clock_nets.png
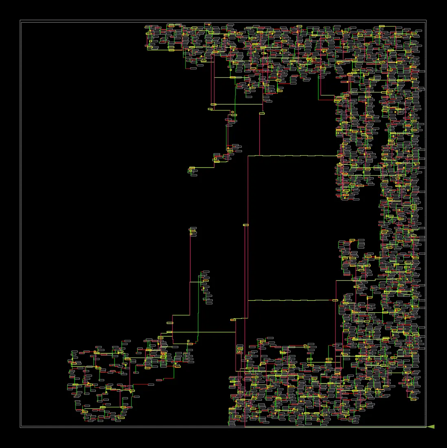
m1.png
The bar under the picture is 200 um long.
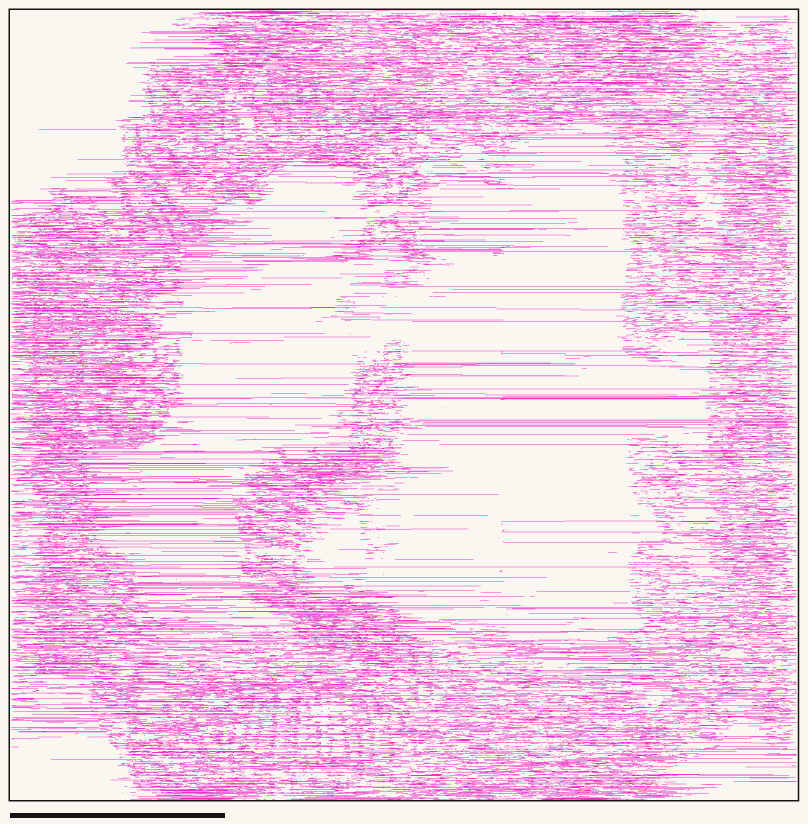
ff_map.png
The bar under the picture is 200 um long.
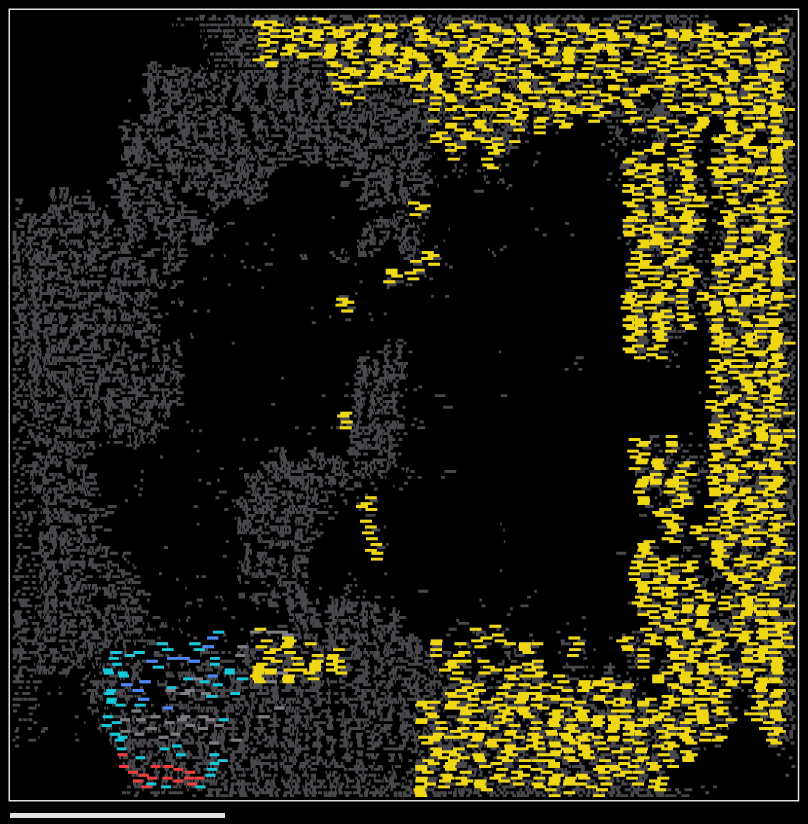
## config.mk

```make
export PLATFORM = sky130hd
export DESIGN_NAME = sram_rd_streamer
export DESIGN_NICKNAME = d
export VERILOG_FILES = /design/src/rtl/npu_sram_pkg.sv /design/src/rtl/sram_rd_fifo.sv /design/src/rtl/sram_rd_streamer.sv
export SDC_FILE = /design/constraint.sdc
export NUM_CORES = 2
export LEC_CHECK = 0
export CAP_MARGIN = 20
export CORE_AREA = 2 2 732 734
export DETAILED_ROUTE_END_ITERATION = 12
export DIE_AREA = 0 0 734 736
export MAX_ROUTING_LAYER = met4
export SYNTH_ARGS = -nofsm -noshare
export SYNTH_HDL_FRONTEND = slang
export SYNTH_SLANG_ARGS = --single-unit
```

## constraint.sdc

```tcl
create_clock -name clk_i -period 53.7 [get_ports clk_i]
set_clock_uncertainty 0.05 [all_clocks]
set_input_delay 10.74 -clock clk_i [delete_from_list [all_inputs] [get_ports clk_i]]
set_output_delay 10.74 -clock clk_i [all_outputs]
set_load 0.05 [all_outputs]
```

## src/rtl/npu_sram_pkg.sv

```systemverilog
// Shared types for the SRAM read streamer: FSM states, FIFO depth and the
// latched read descriptor (field widths match the default streamer configuration).
package npu_sram_pkg;

    localparam int RD_FIFO_DEPTH = 4;
    localparam int RD_ADDRW      = 12;
    localparam int RD_LENW       = 16;
    localparam int RD_CHW        = 7;

    typedef enum logic [1:0] {
        IDLE  = 2'd0,
        RUN   = 2'd1,
        DRAIN = 2'd2,
        DONE  = 2'd3
    } rd_state_t;

    typedef struct packed {
        logic [RD_ADDRW-1:0] base;
        logic [RD_LENW-1:0]  beats;
        logic [RD_CHW-1:0]   channels;
        logic [RD_ADDRW-1:0] ch_stride;
        logic [RD_ADDRW-1:0] beat_stride;
    } rd_desc_t;

endpackage

```

## src/rtl/sram_rd_fifo.sv

```systemverilog
// Small synchronous FIFO holding returned SRAM words plus their last-beat flag.
// Storage is not reset; the read port is forced to zero while the FIFO is empty.
module sram_rd_fifo
    import npu_sram_pkg::*;
#(
    parameter int WIDTH = 512,
    parameter int DEPTH = RD_FIFO_DEPTH
) (
    input  logic                       clk_i,
    input  logic                       rst_i,
    input  logic                       wr_en_i,
    input  logic [WIDTH-1:0]           wr_data_i,
    input  logic                       wr_last_i,
    input  logic                       rd_en_i,
    output logic                       valid_o,
    output logic [WIDTH-1:0]           rd_data_o,
    output logic                       rd_last_o,
    output logic [$clog2(DEPTH+1)-1:0] count_o
);

    localparam int PTRW = $clog2(DEPTH);
    localparam int CNTW = $clog2(DEPTH+1);

    logic [WIDTH:0]    mem_q [DEPTH];
    logic [WIDTH:0]    mem_d [DEPTH];
    logic [PTRW-1:0]   wr_ptr_q, wr_ptr_d;
    logic [PTRW-1:0]   rd_ptr_q, rd_ptr_d;
    logic [CNTW-1:0]   count_q, count_d;
    logic              wr_ok;
    logic              rd_ok;

    assign wr_ok = wr_en_i && (count_q != CNTW'(DEPTH));
    assign rd_ok = rd_en_i && (count_q != '0);

    always_comb begin
        mem_d    = mem_q;
        wr_ptr_d = wr_ptr_q;
        rd_ptr_d = rd_ptr_q;
        if (wr_ok) begin
            mem_d[wr_ptr_q] = {wr_last_i, wr_data_i};
            wr_ptr_d        = wr_ptr_q + 1'b1;
        end
        if (rd_ok) begin
            rd_ptr_d = rd_ptr_q + 1'b1;
        end
        count_d = count_q + CNTW'(wr_ok) - CNTW'(rd_ok);
    end

    always_ff @(posedge clk_i or posedge rst_i) begin
        if (rst_i) begin
            wr_ptr_q <= '0;
            rd_ptr_q <= '0;
            count_q  <= '0;
        end else begin
            wr_ptr_q <= wr_ptr_d;
            rd_ptr_q <= rd_ptr_d;
            count_q  <= count_d;
        end
    end

    always_ff @(posedge clk_i) begin
        mem_q <= mem_d;
    end

    assign valid_o   = (count_q != '0);
    assign rd_data_o = valid_o ? mem_q[rd_ptr_q][WIDTH-1:0] : '0;
    assign rd_last_o = valid_o & mem_q[rd_ptr_q][WIDTH];
    assign count_o   = count_q;

endmodule

```

## src/rtl/sram_rd_streamer.sv

```systemverilog
// Strided tensor-read streamer: descriptor -> multi-lane SRAM reads -> valid/ready stream.
// Optional stall-cycle counter port is enabled with `define SRAM_RD_PERF_EN.
module sram_rd_streamer
    import npu_sram_pkg::*;
#(
    parameter int DATA_WIDTH         = 8,
    parameter int N_ENTRIES          = 4096,
    parameter int ADDRW              = $clog2(N_ENTRIES),
    parameter int MAX_CHANNELS       = 64,
    parameter int NUM_CHANNELS_WIDTH = $clog2(MAX_CHANNELS+1),
    parameter int LEN_WIDTH          = 16
) (
`ifdef SRAM_RD_PERF_EN
    output logic [31:0]                        perf_stall_cycles_o,
`endif
    input  logic                               clk_i,
    input  logic                               rst_i,
    input  logic                               start_i,
    input  logic [ADDRW-1:0]                   base_addr_i,
    input  logic [LEN_WIDTH-1:0]               num_beats_i,
    input  logic [NUM_CHANNELS_WIDTH-1:0]      num_channels_i,
    input  logic [ADDRW-1:0]                   ch_stride_i,
    input  logic [ADDRW-1:0]                   beat_stride_i,
    output logic                               busy_o,
    output logic                               done_o,
    output logic                               sram_en_o,
    output logic                               sram_we_o,
    output logic [NUM_CHANNELS_WIDTH-1:0]      sram_num_channels_o,
    output logic [ADDRW*MAX_CHANNELS-1:0]      sram_addr_o,
    input  logic [DATA_WIDTH*MAX_CHANNELS-1:0] sram_data_i,
    input  logic                               sram_ready_i,
    output logic                               m_valid_o,
    input  logic                               m_ready_i,
    output logic [DATA_WIDTH*MAX_CHANNELS-1:0] m_data_o,
    output logic                               m_last_o
);

    localparam int CNTW = $clog2(RD_FIFO_DEPTH+1);

    rd_state_t                         state_q, state_d;
    rd_desc_t                          desc_q, desc_d;
    logic [ADDRW-1:0]                  beat_off_q, beat_off_d;
    logic [LEN_WIDTH-1:0]              issued_q, issued_d;
    logic [LEN_WIDTH-1:0]              written_q, written_d;
    logic [1:0]                        outstanding_q, outstanding_d;

    logic [ADDRW-1:0]                  lane_addr [MAX_CHANNELS];
    logic [MAX_CHANNELS-1:0]           lane_en;
    logic [CNTW-1:0]                   fifo_count;
    logic [3:0]                        inflight;
    logic                              issue;
    logic                              fifo_wr;
    logic                              fifo_rd;
    logic                              wr_last;
    logic [DATA_WIDTH*MAX_CHANNELS-1:0] wr_data;

    // Lane addresses relative to beat 0 are fixed for a descriptor; an adder
    // chain replaces the c*ch_stride products.
    always_comb begin
        logic [ADDRW-1:0] acc;
        acc = desc_q.base;
        for (int c = 0; c < MAX_CHANNELS; c++) begin
            lane_addr[c] = acc;
            lane_en[c]   = (c < int'(desc_q.channels));
            acc          = acc + desc_q.ch_stride;
        end
    end

    always_comb begin
        sram_addr_o = '0;
        wr_data     = '0;
        for (int c = 0; c < MAX_CHANNELS; c++) begin
            if (lane_en[c]) begin
                sram_addr_o[c*ADDRW +: ADDRW]          = lane_addr[c] + beat_off_q;
                wr_data[c*DATA_WIDTH +: DATA_WIDTH]    = sram_data_i[c*DATA_WIDTH +: DATA_WIDTH];
            end
        end
    end

    assign inflight = {1'b0, fifo_count} + 4'(outstanding_q);
    assign issue    = (state_q == RUN) && (issued_q < desc_q.beats) &&
                      (inflight < 4'(RD_FIFO_DEPTH));
    assign fifo_wr  = sram_ready_i && (outstanding_q != 2'd0);
    assign fifo_rd  = m_valid_o && m_ready_i;
    assign wr_last  = (written_q == desc_q.beats - LEN_WIDTH'(1));

    always_comb begin
        state_d       = state_q;
        desc_d        = desc_q;
        beat_off_d    = beat_off_q;
        issued_d      = issued_q;
        written_d     = written_q + LEN_WIDTH'(fifo_wr);
        outstanding_d = outstanding_q + 2'(issue) - 2'(fifo_wr);
        unique case (state_q)
            IDLE: begin
                if (start_i) begin
                    desc_d.base        = base_addr_i;
                    desc_d.beats       = num_beats_i;
                    desc_d.channels    = (num_channels_i > NUM_CHANNELS_WIDTH'(MAX_CHANNELS)) ?
                                         NUM_CHANNELS_WIDTH'(MAX_CHANNELS) : num_channels_i;
                    desc_d.ch_stride   = ch_stride_i;
                    desc_d.beat_stride = beat_stride_i;
                    beat_off_d         = '0;
                    issued_d           = '0;
                    written_d          = '0;
                    state_d            = (num_beats_i == '0 || num_channels_i == '0) ? DONE : RUN;
                end
            end
            RUN: begin
                if (issue) begin
                    beat_off_d = beat_off_q + desc_q.beat_stride;
                    issued_d   = issued_q + LEN_WIDTH'(1);
                    if (issued_q == desc_q.beats - LEN_WIDTH'(1)) begin
                        state_d = DRAIN;
                    end
                end
            end
            DRAIN: begin
                if (fifo_rd && m_last_o) begin
                    state_d = DONE;
                end
            end
            DONE: state_d = IDLE;
            default: state_d = IDLE;
        endcase
    end

    always_ff @(posedge clk_i or posedge rst_i) begin
        if (rst_i) begin
            state_q       <= IDLE;
            desc_q        <= '0;
            beat_off_q    <= '0;
            issued_q      <= '0;
            written_q     <= '0;
            outstanding_q <= '0;
        end else begin
            state_q       <= state_d;
            desc_q        <= desc_d;
            beat_off_q    <= beat_off_d;
            issued_q      <= issued_d;
            written_q     <= written_d;
            outstanding_q <= outstanding_d;
        end
    end

    sram_rd_fifo #(
        .WIDTH (DATA_WIDTH*MAX_CHANNELS),
        .DEPTH (RD_FIFO_DEPTH)
    ) u_fifo (
        .clk_i     (clk_i),
        .rst_i     (rst_i),
        .wr_en_i   (fifo_wr),
        .wr_data_i (wr_data),
        .wr_last_i (wr_last),
        .rd_en_i   (fifo_rd),
        .valid_o   (m_valid_o),
        .rd_data_o (m_data_o),
        .rd_last_o (m_last_o),
        .count_o   (fifo_count)
    );

    assign busy_o              = (state_q == RUN) || (state_q == DRAIN);
    assign done_o              = (state_q == DONE);
    assign sram_en_o           = issue;
    assign sram_we_o           = 1'b0;
    assign sram_num_channels_o = desc_q.channels;

`ifdef SRAM_RD_PERF_EN
    logic [31:0] perf_q, perf_d;

    always_comb begin
        perf_d = perf_q;
        if ((state_q == IDLE) && start_i) begin
            perf_d = '0;
        end else if (busy_o && m_valid_o && !m_ready_i && (perf_q != '1)) begin
            perf_d = perf_q + 32'd1;
        end
    end

    always_ff @(posedge clk_i or posedge rst_i) begin
        if (rst_i) begin
            perf_q <= '0;
        end else begin
            perf_q <= perf_d;
        end
    end

    assign perf_stall_cycles_o = perf_q;
`endif

endmodule
```

==> changes_impl.md <==
## Flow update

- Status: finished, final reports clean
- CP required: 42.91 ns
- Mi-comb count: 8709
- Synth top cells by count: 2052 x edfxtp_1, 1309 x ha_1, 995 x xnor2_1, 987 x nor2_1, 895 x a21oi_1
- Setup Viol. Count Final: 0
- CTS Hold Bufs: 0
- Signal buffers: 2315
- CP Launch Type: flop
- Cells after DPL: 20740
- Core Area: 531800 sq um
- IO Count: 1869
- WHS Endpoint: desc_q[7]
- Die height: 736 um
- IO buf count: around 1900
- Hold Vio Cnt, Final: 0
- Slew headroom: a little over a tenth
- Share of layout cells above drive strength 1: between 10% and 20%
- Antenna cells: 129
- Seq/Total Area, Yosys: 45.65%
- Grt ovf: 0
- XOR Share, Synth: 8.585%
- Post-synthesis chip area from yosys: roughly 140000 sq um
- Ys flop type: edfxtp_1
- CP Capture Point: sram_addr_o[767]
- GR Layer Usage met2: 39.89%
- Critical Path Fanout Max: 4
- Yosys synthesis warning count: 0
- WL met1: 268.1 mm
- Fin crit share: 97.37%
- Yosys cell count: 11820
- Dominant kind of cell: combinational gates
- Adders+Majority by Area: 13.55%
- Area delta synth->final: 29.44%
- Regs by FF count: u_fifo.mem_q x2052, desc_q x52
- Invs w/o clock: 585
- CP startpoint: desc_q[47]
- Buf+Inv Stages, Crit Path: 5
- Clock buffer depth: 4
- Hold depth: 2
- Max cap viols: 0
- Initial antenna violation count: 220
- Comb area share: between 40% and 50%
- Number of global-route vias before repair: 103800
- Routed met3 length: about 57 mm
- ClkCell Share: 4.059%
- Via-to-Cell Ratio: 4.998
- GR Util All Layers: 24.73%
- Min Tclk post-route: 52.29 ns
- Top area cell types: edfxtp_1 44%, ha_1 12%, mux4_2 8.2%, xnor2_1 6.2%, and2_1 3.5%
- Chip width: ~730 um
- GP Congestion: about 0.94
- Yosys cell types: 89
- Largest register FFs: 2052
- Chip area: around 540000 sq um
- Fin cells: 21350
- Nets: around 16000
- Final WL: 678.0 mm
- Final slew viol count: 0
- Root buf cell: clkbuf_16
- CP endpoint kind: primary output
- CP max stage cell: fa_2
- Multiplexer share: about 8.2%
- Simple Share, Synth: 11.08%
- Mapped cell area: approximately 140000 sq um
- First drt pass iteration count: 7
- Number of H-tree levels: 4
- CP max stage delay: 0.69 ns
- Family with the most delay on the worst path: adder cells
- Post-route setup slack: ~1.4 ns
- Top Usage Layer GRT: met2
- Fin util: 34.38%
- Most frequent logic cell in the layout: edfxtp_1
- Post-DP Area: 171300 sq um
- Biggest register: u_fifo.mem_q
- Post-route setup TNS: 0 ns
Notes on clock_nets.png above:
Clk Latency, worst-skew pair: 0.90 ns
cts bufs inserted: 229
flop count: 2166
CTS sink count: 2166

Notes on m1.png above:
wire length on this layer: 268 mm
main direction: horizontal
longest straight run: 408 um
share of all routed wire: 40%
nets with wire on the layer: 15374

Notes on ff_map.png above:
legend:
  beat_off_q:
    colour: blue
    placed_flops: 12
    where: south-west
  written_q:
    colour: red
    placed_flops: 16
    where: south-west
  desc_q:
    colour: cyan
    placed_flops: 52
    where: south-west
  u_fifo.mem_q:
    colour: yellow
    placed_flops: 2052
not coloured: 34

